### Signal metal coverage by tile

Bar = 50 um. The die is cut into 22 by 22 equal tiles; dark purple is low, yellow is high, scaled to the fullest tile. Values are wire area over tile area, all layers added.
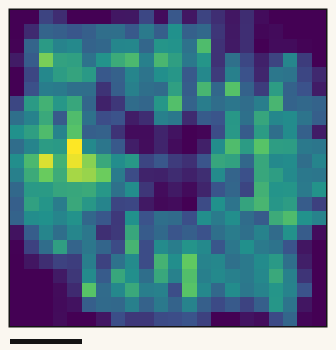
### Sizing map

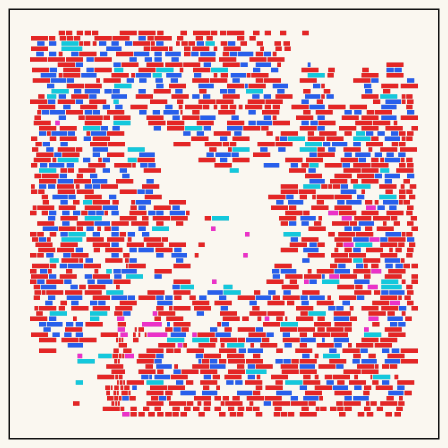
Design fetch_queue, sky130hd; sources not shown.
==> results.txt <==
Update from the flow run.

The number of global-route vias before repair came to 11,100. The post-synthesis cell area is between 15,000 and 20,000 um2. Yosys stat counts approximately 1,100 cells in the synthesized netlist. The instance count of the mapped netlist is approximately 1,100.

Measured along the x axis, the die boundary spans about 220 um. STA classifies the critical path startpoint as a flip-flop. The number of nets in the layout is between 1,000 and 1,500. The number of endpoints with negative hold slack in the final report is 0. The number of design-rule violations left by the first detailed-router iteration is 535. The total core area is about 40,000 um2. The maximum count of clock buffers along a single path is 3.

The leakage power in the latest report is 9.40 nW. The final layout reports a setup TNS of 0 ns. The number of enable flip-flop cells is 0. Of the total power, the share spent switching nets is 0.366.

The number of warning messages in the yosys log is 0. The post-placement cell count is roughly 1,800. The final global-route overflow total is 0.

In the synthesized netlist the async set-or-reset flop fraction comes to 1.00. Of the total power, the clock network draws 0.218. The dominant kind of combinational cell is multiplexers.

The clock tree skew after final layout is ~0.013 ns. The worst endpoint data arrival time is about 4.0 ns. TritonCTS built the clock tree. After detailed routing, the number of remaining DRC violations is 0. The clock transition at the registers of the reported paths is roughly 0.060 ns. The post-synthesis share of cell area spent on and, or, nand and nor gates is 0.0420. The first global-routing pass estimated 64,300 um of wire. The script computed a power per unit cell area of 241 nW/um2. At the floorplan stage, the core utilization is reported as 0.453. The area of combinational cells with multiple inputs is 7530 um2. The number of buffers added by the clock tree synthesis step is approximately 44. The net count entering floorplan is 1,211. The final weighted congestion of routability-driven global placement is a little under 0.7. The flip-flop cell with the highest count after synthesis is sky130_fd_sc_hd__dfrtp_1. The run finished with clean final reports. The final report lists the setup-violating endpoint count as 0. Dividing the synthesized area by the synthesized cell count gives approximately 16 um2. The port buffer count is 203. The sequential cell area in the final layout is just under 10,000 um2. In the setup report, the worst path falls into the class reg2out.

The first-pass iteration count of the detailed router is 4. The highest supply drop recorded on VDD is around 0.17 mV. The fill cell total of the finished layout is around 3,200. The layout summary lists the proportion of cells stronger than drive strength 1 as 0.372. The register-to-register path setup slack is approximately 12 ns. The main area contributors are sky130_fd_sc_hd__dfrtp_1 55%, sky130_fd_sc_hd__mux2_2 18%, sky130_fd_sc_hd__mux4_2 12%. The number of routed nets with antenna violations is 0. The part of the total power dissipated in sequential elements is 0.340. The initial antenna violation count is 6. The clock sink total is 395.

The root buffer cell is sky130_fd_sc_hd__clkbuf_16. The fmax is ~0.14 GHz. The path type of the worst min-delay path is reg2reg. Once detailed placement completed, the half-perimeter wirelength came to 23,700 um. The H-tree generated during clock tree synthesis spans 2 levels. STA puts the critical path data required time at 11.84 ns.

The final max-slew violation count recorded for this run is 0. The multiplexer fraction of the synthesized cell area is 0.367. The insertion delay at the late pin of the worst-skew pair is about 0.56 ns. Per the slew report, the remaining headroom to the max-slew limit stands at 0.314. Per the synthesis report, the XOR/XNOR share of the synthesized area is 0.00146.

Counting flops and latches in the post-synthesis netlist gives 395.
Notes on 'Signal metal coverage by tile' above:
mean over tiles: 0.13
fullest tile: 0.40
tiles over half the peak: 22%
nearly empty tiles: 10%
densest ninth of the die: middle left
Routed wire per std cell: 21.8 um
via total after detailed routing: 9,980

Notes on 'Sizing map' above:
| color | size | cells | share |
|---|---|---|---|
| cyan | drive 6 and up | 69 | 5.2% |
| magenta | drive 3 to 4 | 29 | 2.2% |
| red | drive 1 or less | 829 | 63% |
| blue | drive 2 | 394 | 30% |
area growth from synthesis to layout: 21.4%
cell area after layout: 21,800 um2
number of buffers outside the clock class in the layout: 215
final worst slack: 7.89 ns

==> final cells by class <==
cell class              count  share of cell area
inverters                   6             0.00138
clock buffers              59              0.0604
well taps                 525              0.0301
repair buffers            215              0.0984
flip-flops and latches    395               0.453
multi-input cells         626               0.345
diodes                      3            0.000344
clock inverters            20              0.0107
==> per-stage QoR <==
step           setup slack, ns  utilization  hold slack [ns]  power (mW)  cell area [um2]
6_report                  7.89        0.550            0.486        5.25            21800
5_1_grt                   7.70        0.550            0.499        5.53            21800
4_1_cts                   7.52        0.550            0.491        5.32            21800
3_5_place_dp              8.12        0.511            0.476        4.15            20200
3_3_place_gp              8.13        0.511            0.469        4.10            20200
2_1_floorplan            0.857            -            0.459        3.44            18000
==> layout by cell type (no fill, tap or decap), drive strengths merged, types with 2 or more instances in the layout <==
cell type | netlist | routed
clkinv | 0 | 7
ha | 4 | 4
clkinvlp | 0 | 2
mux4 | 97 | 97
diode | 0 | 3
nand2b | 2 | 2
nand3 | 3 | 3
bufinv | 0 | 5
clkbuf | 14 | 59
inv | 6 | 12
xor2 | 2 | 2
clkdlybuf4s50 | 0 | 203
nand2 | 6 | 6
dfrtp | 395 | 395
and2 | 98 | 98
mux2 | 388 | 388
o21ai | 3 | 3
a21oi | 3 | 3
nor2 | 7 | 7
buf | 63 | 12
==> power groups by stage <==
stage	clock, mW	sequential, mW	combinational, mW
after floorplan	0	1.72	1.72
after global placement	0	1.78	2.32
after detailed placement	0	1.80	2.35
after CTS	1.18	1.79	2.36
after global routing	1.22	1.84	2.47
final	1.15	1.79	2.32
==> logic make-up after synthesis <==
logic type / Yosys count
multiplexers: 486
flip-flops: 395
AND/OR/NAND/NOR: 121
buffers and inverters: 83
AND-OR/OR-AND: 11
adder cells (fa/ha/maj): 5
XOR/XNOR: 3
==> worst max-delay path, stage by stage (launching register included) <==
cell	delay, ns
sky130_fd_sc_hd__dfrtp_4	1.06
sky130_fd_sc_hd__buf_4	0.80
sky130_fd_sc_hd__mux4_2	0.59
sky130_fd_sc_hd__and2_1	0.20
sky130_fd_sc_hd__clkdlybuf4s50_1	0.72
==> layer usage <==
metal,vias to the layer above,share of wire,global-route usage
li1,4413,-,-
met1,5320,0.43,0.217
met2,179,0.49,0.275
met3,62,0.058,0.0448
met4,6,0.018,0.0495
met5,-,0.0011,0
Power and IR drop assume default switching activity.
